<file path="config.mk">
export PLATFORM = sky130hd
export DESIGN_NAME = bank_xbar_rob
export DESIGN_NICKNAME = d
export VERILOG_FILES = /design/src/rtl/bank_pkg.sv /design/src/rtl/bank_xbar_rob_ch.sv /design/src/rtl/bank_xbar_rob.sv
export SDC_FILE = /design/constraint.sdc
export NUM_CORES = 2
export LEC_CHECK = 0
export CORE_MARGIN = 2
export CORE_UTILIZATION = 32
export CTS_CLUSTER_DIAMETER = 200
export DETAILED_ROUTE_END_ITERATION = 8
export GPL_TIMING_DRIVEN = 0
export PLACE_DENSITY = 0.48
export SYNTH_ARGS = -nofsm -noshare
export SYNTH_HDL_FRONTEND = slang
export SYNTH_HIERARCHICAL = 1
export SYNTH_SLANG_ARGS = --single-unit
</file>
<file path="constraint.sdc">
create_clock -name clk_i -period 20.3 [get_ports clk_i]
set_clock_uncertainty 0.05 [all_clocks]
set_input_delay 2.03 -clock clk_i [delete_from_list [all_inputs] [get_ports clk_i]]
set_output_delay 2.03 -clock clk_i [all_outputs]
set_load 0.05 [all_outputs]
</file>
<file path="src/rtl/bank_pkg.sv">
// Shared sizing for the bank return crossbar reorder buffer.
package bank_pkg;

  localparam int unsigned NUM_CH    = 3;
  localparam int unsigned ROB_DEPTH = 8;
  localparam int unsigned DATA_W    = 128;
  localparam int unsigned CH_W      = 2;
  localparam int unsigned ROB_W     = 3;

  // Advance a reorder index, wrapping at the configured depth.
  function automatic logic [ROB_W-1:0] rob_inc(input logic [ROB_W-1:0] idx,
                                               input int unsigned depth);
    if (32'(idx) == depth - 32'd1) return '0;
    return idx + ROB_W'(1);
  endfunction

endpackage

</file>
<file path="src/rtl/bank_xbar_rob_ch.sv">
// One return channel: slot storage, in-order head pointer and head eligibility.
module bank_xbar_rob_ch
  import bank_pkg::ROB_W, bank_pkg::rob_inc;
#(
  parameter int unsigned DEPTH = bank_pkg::ROB_DEPTH,
  parameter int unsigned WIDTH = bank_pkg::DATA_W
) (
  input  logic             clk_i,
  input  logic             rst_i,
  input  logic             wr_en_i,
  input  logic [ROB_W-1:0] wr_idx_i,
  input  logic [WIDTH-1:0] wr_data_i,
  input  logic             rel_i,
  output logic             slot_free_o,
  output logic             head_valid_o,
  output logic [ROB_W-1:0] head_idx_o,
  output logic [WIDTH-1:0] head_data_o
);

  logic [DEPTH-1:0] valid_q, valid_d;
  logic [ROB_W-1:0] head_q, head_d;
  logic [WIDTH-1:0] data_q [DEPTH];

  // Release and write never target the same slot: writes need a free slot.
  always_comb begin
    valid_d = valid_q;
    head_d  = head_q;
    if (rel_i) begin
      valid_d[head_q] = 1'b0;
      head_d          = rob_inc(head_q, DEPTH);
    end
    if (wr_en_i) begin
      valid_d[wr_idx_i] = 1'b1;
    end
  end

  always_ff @(posedge clk_i or negedge rst_i) begin
    if (!rst_i) begin
      valid_q <= '0;
      head_q  <= '0;
    end else begin
      valid_q <= valid_d;
      head_q  <= head_d;
    end
  end

  // Payload storage is qualified by valid bits, so it carries no reset.
  always_ff @(posedge clk_i) begin
    if (wr_en_i) begin
      data_q[wr_idx_i] <= wr_data_i;
    end
  end

  assign slot_free_o  = ~valid_q[wr_idx_i];
  assign head_valid_o = valid_q[head_q];
  assign head_idx_o   = head_q;
  assign head_data_o  = data_q[head_q];

endmodule

</file>
<file path="src/rtl/bank_xbar_rob.sv">
// Per-channel reorder buffers with round-robin, grant-locked in-order return.
module bank_xbar_rob
  import bank_pkg::CH_W, bank_pkg::ROB_W;
#(
  parameter int unsigned NUM_CH    = bank_pkg::NUM_CH,
  parameter int unsigned ROB_DEPTH = bank_pkg::ROB_DEPTH,
  parameter int unsigned DATA_W    = bank_pkg::DATA_W
) (
  input  logic              clk_i,
  input  logic              rst_i,
  input  logic              sc_xbar_valid_i,
  output logic              sc_xbar_ready_o,
  input  logic [CH_W-1:0]   sc_xbar_channel_id_i,
  input  logic [ROB_W-1:0]  sc_xbar_rob_num_i,
  input  logic [DATA_W-1:0] sc_xbar_data_i,
  output logic              rob_xbar_valid_o,
  input  logic              rob_xbar_ready_i,
  output logic [CH_W-1:0]   rob_xbar_channel_id_o,
  output logic [ROB_W-1:0]  rob_xbar_rob_num_o,
  output logic [DATA_W-1:0] rob_xbar_data_o,
  output logic [NUM_CH-1:0] xbar_isu_credit_o
);

  logic [NUM_CH-1:0] wr_en, rel, slot_free, head_valid;
  logic [ROB_W-1:0]  head_idx  [NUM_CH];
  logic [DATA_W-1:0] head_data [NUM_CH];

  logic [CH_W-1:0]   rr_q, rr_d, lock_ch_q, lock_ch_d, grant_c, cand_c;
  logic              lock_q, lock_d, out_valid_c, hs_c;
  logic [NUM_CH-1:0] credit_q, credit_d;

  for (genvar c = 0; c < NUM_CH; c++) begin : g_ch
    bank_xbar_rob_ch #(
      .DEPTH (ROB_DEPTH),
      .WIDTH (DATA_W)
    ) u_ch (
      .clk_i        (clk_i),
      .rst_i        (rst_i),
      .wr_en_i      (wr_en[c]),
      .wr_idx_i     (sc_xbar_rob_num_i),
      .wr_data_i    (sc_xbar_data_i),
      .rel_i        (rel[c]),
      .slot_free_o  (slot_free[c]),
      .head_valid_o (head_valid[c]),
      .head_idx_o   (head_idx[c]),
      .head_data_o  (head_data[c])
    );
  end

  // Out-of-range channel ids match no instance and so are never ready.
  always_comb begin
    sc_xbar_ready_o = 1'b0;
    wr_en           = '0;
    for (int unsigned c = 0; c < NUM_CH; c++) begin
      if (sc_xbar_channel_id_i == CH_W'(c)) begin
        sc_xbar_ready_o = slot_free[c];
        wr_en[c]        = sc_xbar_valid_i & slot_free[c];
      end
    end
  end

  // Round-robin search from the channel after the last grant, unless locked.
  always_comb begin
    grant_c     = lock_ch_q;
    out_valid_c = lock_q;
    cand_c      = '0;
    if (!lock_q) begin
      for (int unsigned k = 1; k <= NUM_CH; k++) begin
        cand_c = CH_W'((32'(rr_q) + k) % NUM_CH);
        if (!out_valid_c && head_valid[cand_c]) begin
          grant_c     = cand_c;
          out_valid_c = 1'b1;
        end
      end
    end
  end

  assign hs_c = out_valid_c & rob_xbar_ready_i;

  always_comb begin
    rob_xbar_valid_o      = out_valid_c;
    rob_xbar_channel_id_o = '0;
    rob_xbar_rob_num_o    = '0;
    rob_xbar_data_o       = '0;
    rel                   = '0;
    for (int unsigned c = 0; c < NUM_CH; c++) begin
      if (out_valid_c && grant_c == CH_W'(c)) begin
        rob_xbar_channel_id_o = grant_c;
        rob_xbar_rob_num_o    = head_idx[c];
        rob_xbar_data_o       = head_data[c];
        rel[c]                = hs_c;
      end
    end
  end

  always_comb begin
    rr_d      = hs_c ? grant_c : rr_q;
    lock_d    = out_valid_c & ~rob_xbar_ready_i;
    lock_ch_d = lock_d ? grant_c : lock_ch_q;
    credit_d  = rel;
  end

  always_ff @(posedge clk_i or negedge rst_i) begin
    if (!rst_i) begin
      rr_q      <= CH_W'(NUM_CH - 1);
      lock_q    <= 1'b0;
      lock_ch_q <= '0;
      credit_q  <= '0;
    end else begin
      rr_q      <= rr_d;
      lock_q    <= lock_d;
      lock_ch_q <= lock_ch_d;
      credit_q  <= credit_d;
    end
  end

  assign xbar_isu_credit_o = credit_q;

endmodule

</file>
Fig. 1: sequential cells grouped by signal name
Scale bar: 200 microns. Other sequential cells in the stronger gray, the rest of the logic in the fainter gray.
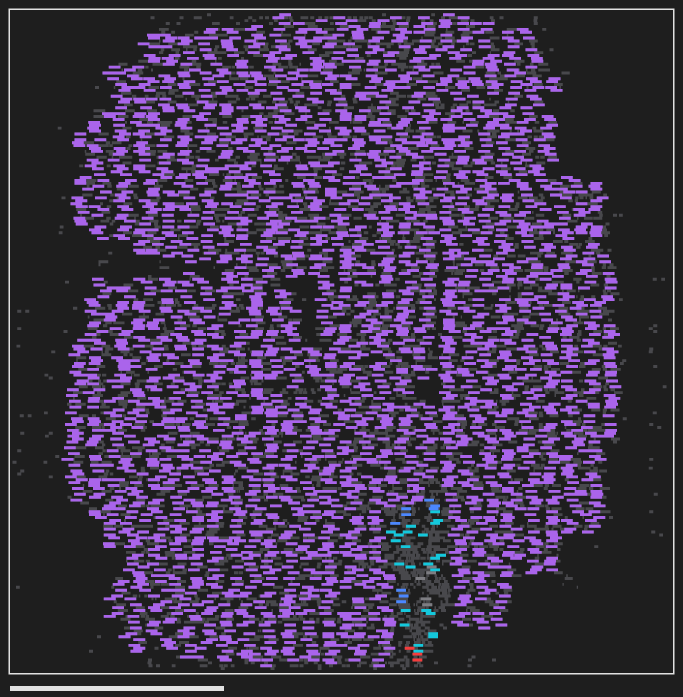
legend:
  blue:
    signal: `g_ch.u_ch/head_idx_o`
    placed_flops: 9
    where: bottom middle
  red:
    signal: `xbar_isu_credit_o`
    placed_flops: 3
  cyan:
    signal: `g_ch.u_ch/valid_q`
    placed_flops: 24
  purple:
    signal: `g_ch.u_ch/data_q`
    placed_flops: 3072
not colored: 5
sequential cell area share: 64.0%
FF/Latch Area: 93300 sq um
end-of-flow core utilization: 38.5%

Fig. 2: close-up of the layout
Scale bar: 10 microns. Region (143, 143) to (168, 168) microns. Cells in gray, sequential cells in the stronger gray; small squares are vias.
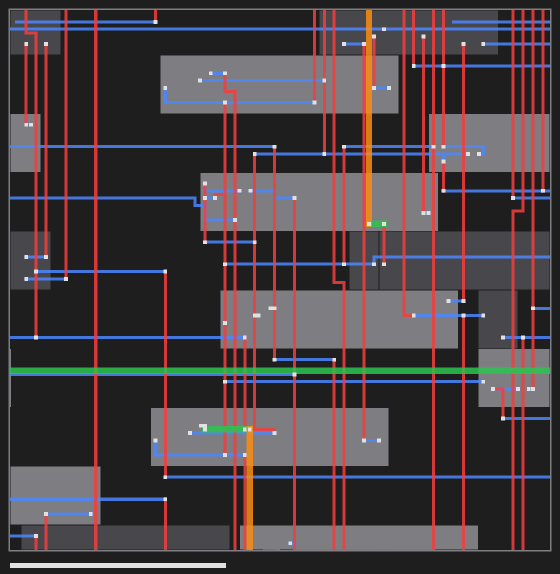
legend:
  blue:
    layer: M1
  green:
    layer: M3
  red:
    layer: M2
  orange:
    layer: M4
netlist names of flops here include: `g_ch.u_ch/data_q` (5)
most frequent: edfxtp_1 (5)
cells with their middle in the window: 9
sequential cells in the window: 5

==> flow_metrics.tcl <==
# place-and-route summary
set metrics [dict create \
    post_cts_buffers 0 \
    ys_seq_share_pct 76.7 \
    post_synth_fa_ha_maj_area_fraction_pct 0.0926 \
    comb_area_share_pct 18.4 \
    nFillCells 33608 \
    rsz0062_at_grt "false" \
    ff_count 3113 \
    port_buffers 273 \
    async_flop_share_pct 1.32 \
    antenna_cells 18 \
    arrival_ps 8720 \
    slew_viol_final 0 \
    n_tap_cell 5016 \
    maxCapViolations 0 \
    synth.avg_cell_area_sq_um 24.3 \
    ys_cells 5001 \
    bufAreaShareNonClock_pct 6.06 \
    edf_count 3072 \
    slowest_delay_ps 960 \
    place_ws_ps 10430 \
    clockNetworkAreaShare_pct 7.14 \
    cts_tree "done" \
    die_h_microns 621 \
    yosysWarningCount 6 \
    cts_buffer_depth 4 \
    slowest_stage "clkdlybuf4s50_1" \
    maxSlewHeadroom_pct 17.2 \
    h-tree-depth 5 \
    synth.cellmix.simpleShare_pct 0.504 \
    first_global_vias 59513 \
    ant_nets 0 \
    hp-class "reg -> reg" \
    ff2ff_path_depth 16 \
    status "finished clean" \
    synthMuxAreaShare_pct 20.0 \
    hold_viol 0 \
    comb_area_sq_um 26800 \
    synthFlopType "edfxtp_1" \
    ys_area_sq_um 122000 \
    fp-utilization_pct 32.1 \
    cts_resized 0 \
    nets 6053 \
    clockBufferCount 425 \
    fin_setup_tns_ps 0 \
    whs_path_depth 1 \
    grt_max_degree 39 \
    irDropWorstVdd_v 0.000197 \
    drtPass1Iterations 5 \
    reg2reg_from "g_ch[1].u_ch/head_idx_o[1]" \
    ios 275 \
]
Fig. 3: congestion heat map
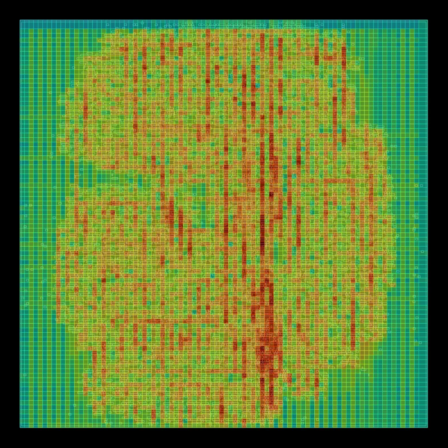
GRT met3 Usage: 2.76%
overall routing resource usage: 17.1%
grt met1 use: 22.5%

Fig. 4: cells colored by instance
Other cells in gray.
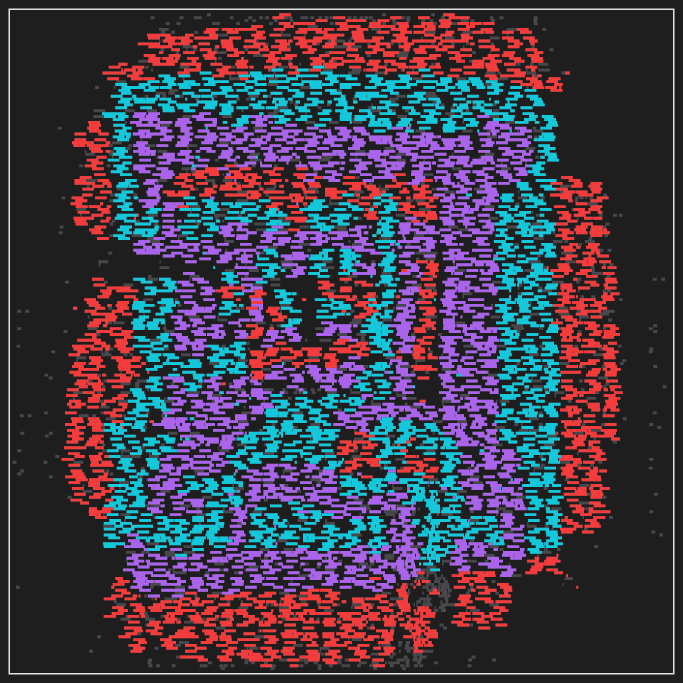
legend:
  red:
    instance: `g_ch[1].u_ch`
    cells: 1650
    where: spread over the die
  cyan:
    instance: `g_ch[0].u_ch`
    cells: 1623
  purple:
    instance: `g_ch[2].u_ch`
    cells: 1647

## where the power goes
part | switching, W | internal (W)
Sequential | 0.0000443 | 0.00717
Clock | 0.00246 | 0.00341
Combinational | 0.00744 | 0.00401
## flip-flops by register name, summed over array words and instances, names as in the netlist
name and count:
g_ch.u_ch/data_q 3072, g_ch.u_ch/head_idx_o 9, g_ch.u_ch/valid_q 24, lock_ch_q 2
lock_q 1, rr_q 2, xbar_isu_credit_o 3
## worst reg2reg max path, stage by stage, from the launching register on
cell      delay (ps)
dfrtp_1          380
buf_2            410
buf_2            960
buf_1            940
mux4_2           440
mux2_2           330
nand2b_1         160
a221oi_1         330
or2_2            180
o221ai_2         170
clkbuf_2         370
buf_16           270
buf_2            240
nor3_1           700
clkbuf_1         460
or4b_1           500
a21o_1           190
## layer usage
metal	GRT usage (%)	vias to the layer above	share of wire [%]
met5	0	-	0.034
met2	29.3	1363	50
li1	-	23673	-
met1	22.5	30905	43
met4	4.45	18	2.6
met3	2.76	438	4.8
## cell usage after synthesis, types with 7 or more instances
| cell | count | share of area [%] |
|---|---|---|
| edfxtp_1 | 3072 | 76 |
| buf_6 | 69 | 0.64 |
| mux4_2 | 533 | 9.9 |
| mux2_2 | 398 | 3.7 |
| nand2b_1 | 12 | 0.062 |
| mux2i_1 | 140 | 1.2 |
| nand4b_1 | 9 | 0.065 |
| clkbuf_1 | 103 | 0.32 |
| inv_1 | 13 | 0.040 |
| mux4_1 | 247 | 5.3 |
| buf_8 | 8 | 0.099 |
| a21o_1 | 7 | 0.043 |
| buf_1 | 42 | 0.13 |
| o2bb2ai_1 | 143 | 1.0 |
| nor2_1 | 22 | 0.068 |
| ha_1 | 9 | 0.093 |
| dfrtp_1 | 40 | 0.82 |
| buf_2 | 56 | 0.23 |
| nand2_1 | 12 | 0.037 |
| nor4bb_1 | 10 | 0.082 |
## cells in the final DEF, fill, tap and decap left out, types with 14 or more instances in the layout
cell type / synthesis / layout
edfxtp_1: 3072 / 3072
mux4_2: 533 / 533
mux2_2: 398 / 398
clkbuf_16: 0 / 342
clkdlybuf4s50_1: 0 / 272
mux4_1: 247 / 247
buf_6: 69 / 193
clkbuf_1: 103 / 181
o2bb2ai_1: 143 / 143
mux2i_1: 140 / 140
buf_12: 0 / 83
clkinv_1: 0 / 61
clkinv_2: 0 / 59
buf_2: 56 / 57
buf_4: 1 / 54
buf_1: 42 / 42
dfrtp_1: 40 / 40
buf_8: 8 / 30
bufinv_16: 0 / 26
buf_16: 0 / 21
diode_2: 0 / 18
nor2_4: 0 / 14
## how the worst max path moves through the flow
stage	slack, ps	to	cells after the start	start
global placement	-19700	g_ch[1].u_ch/data_q[0][59]	6	sc_xbar_rob_num_i[0]
floorplan	2770	g_ch[1].u_ch/data_q[0][0]	5	sc_xbar_rob_num_i[0]
global route	9390	rob_xbar_data_o[85]	14	g_ch[1].u_ch/head_idx_o[1]
finish	9500	rob_xbar_data_o[85]	14	g_ch[1].u_ch/head_idx_o[1]
detailed placement	10430	rob_xbar_data_o[89]	14	g_ch[1].u_ch/head_idx_o[1]
CTS	9420	rob_xbar_data_o[89]	14	g_ch[1].u_ch/head_idx_o[1]
No activity file was given, so power comes from the tool's default toggle rates.
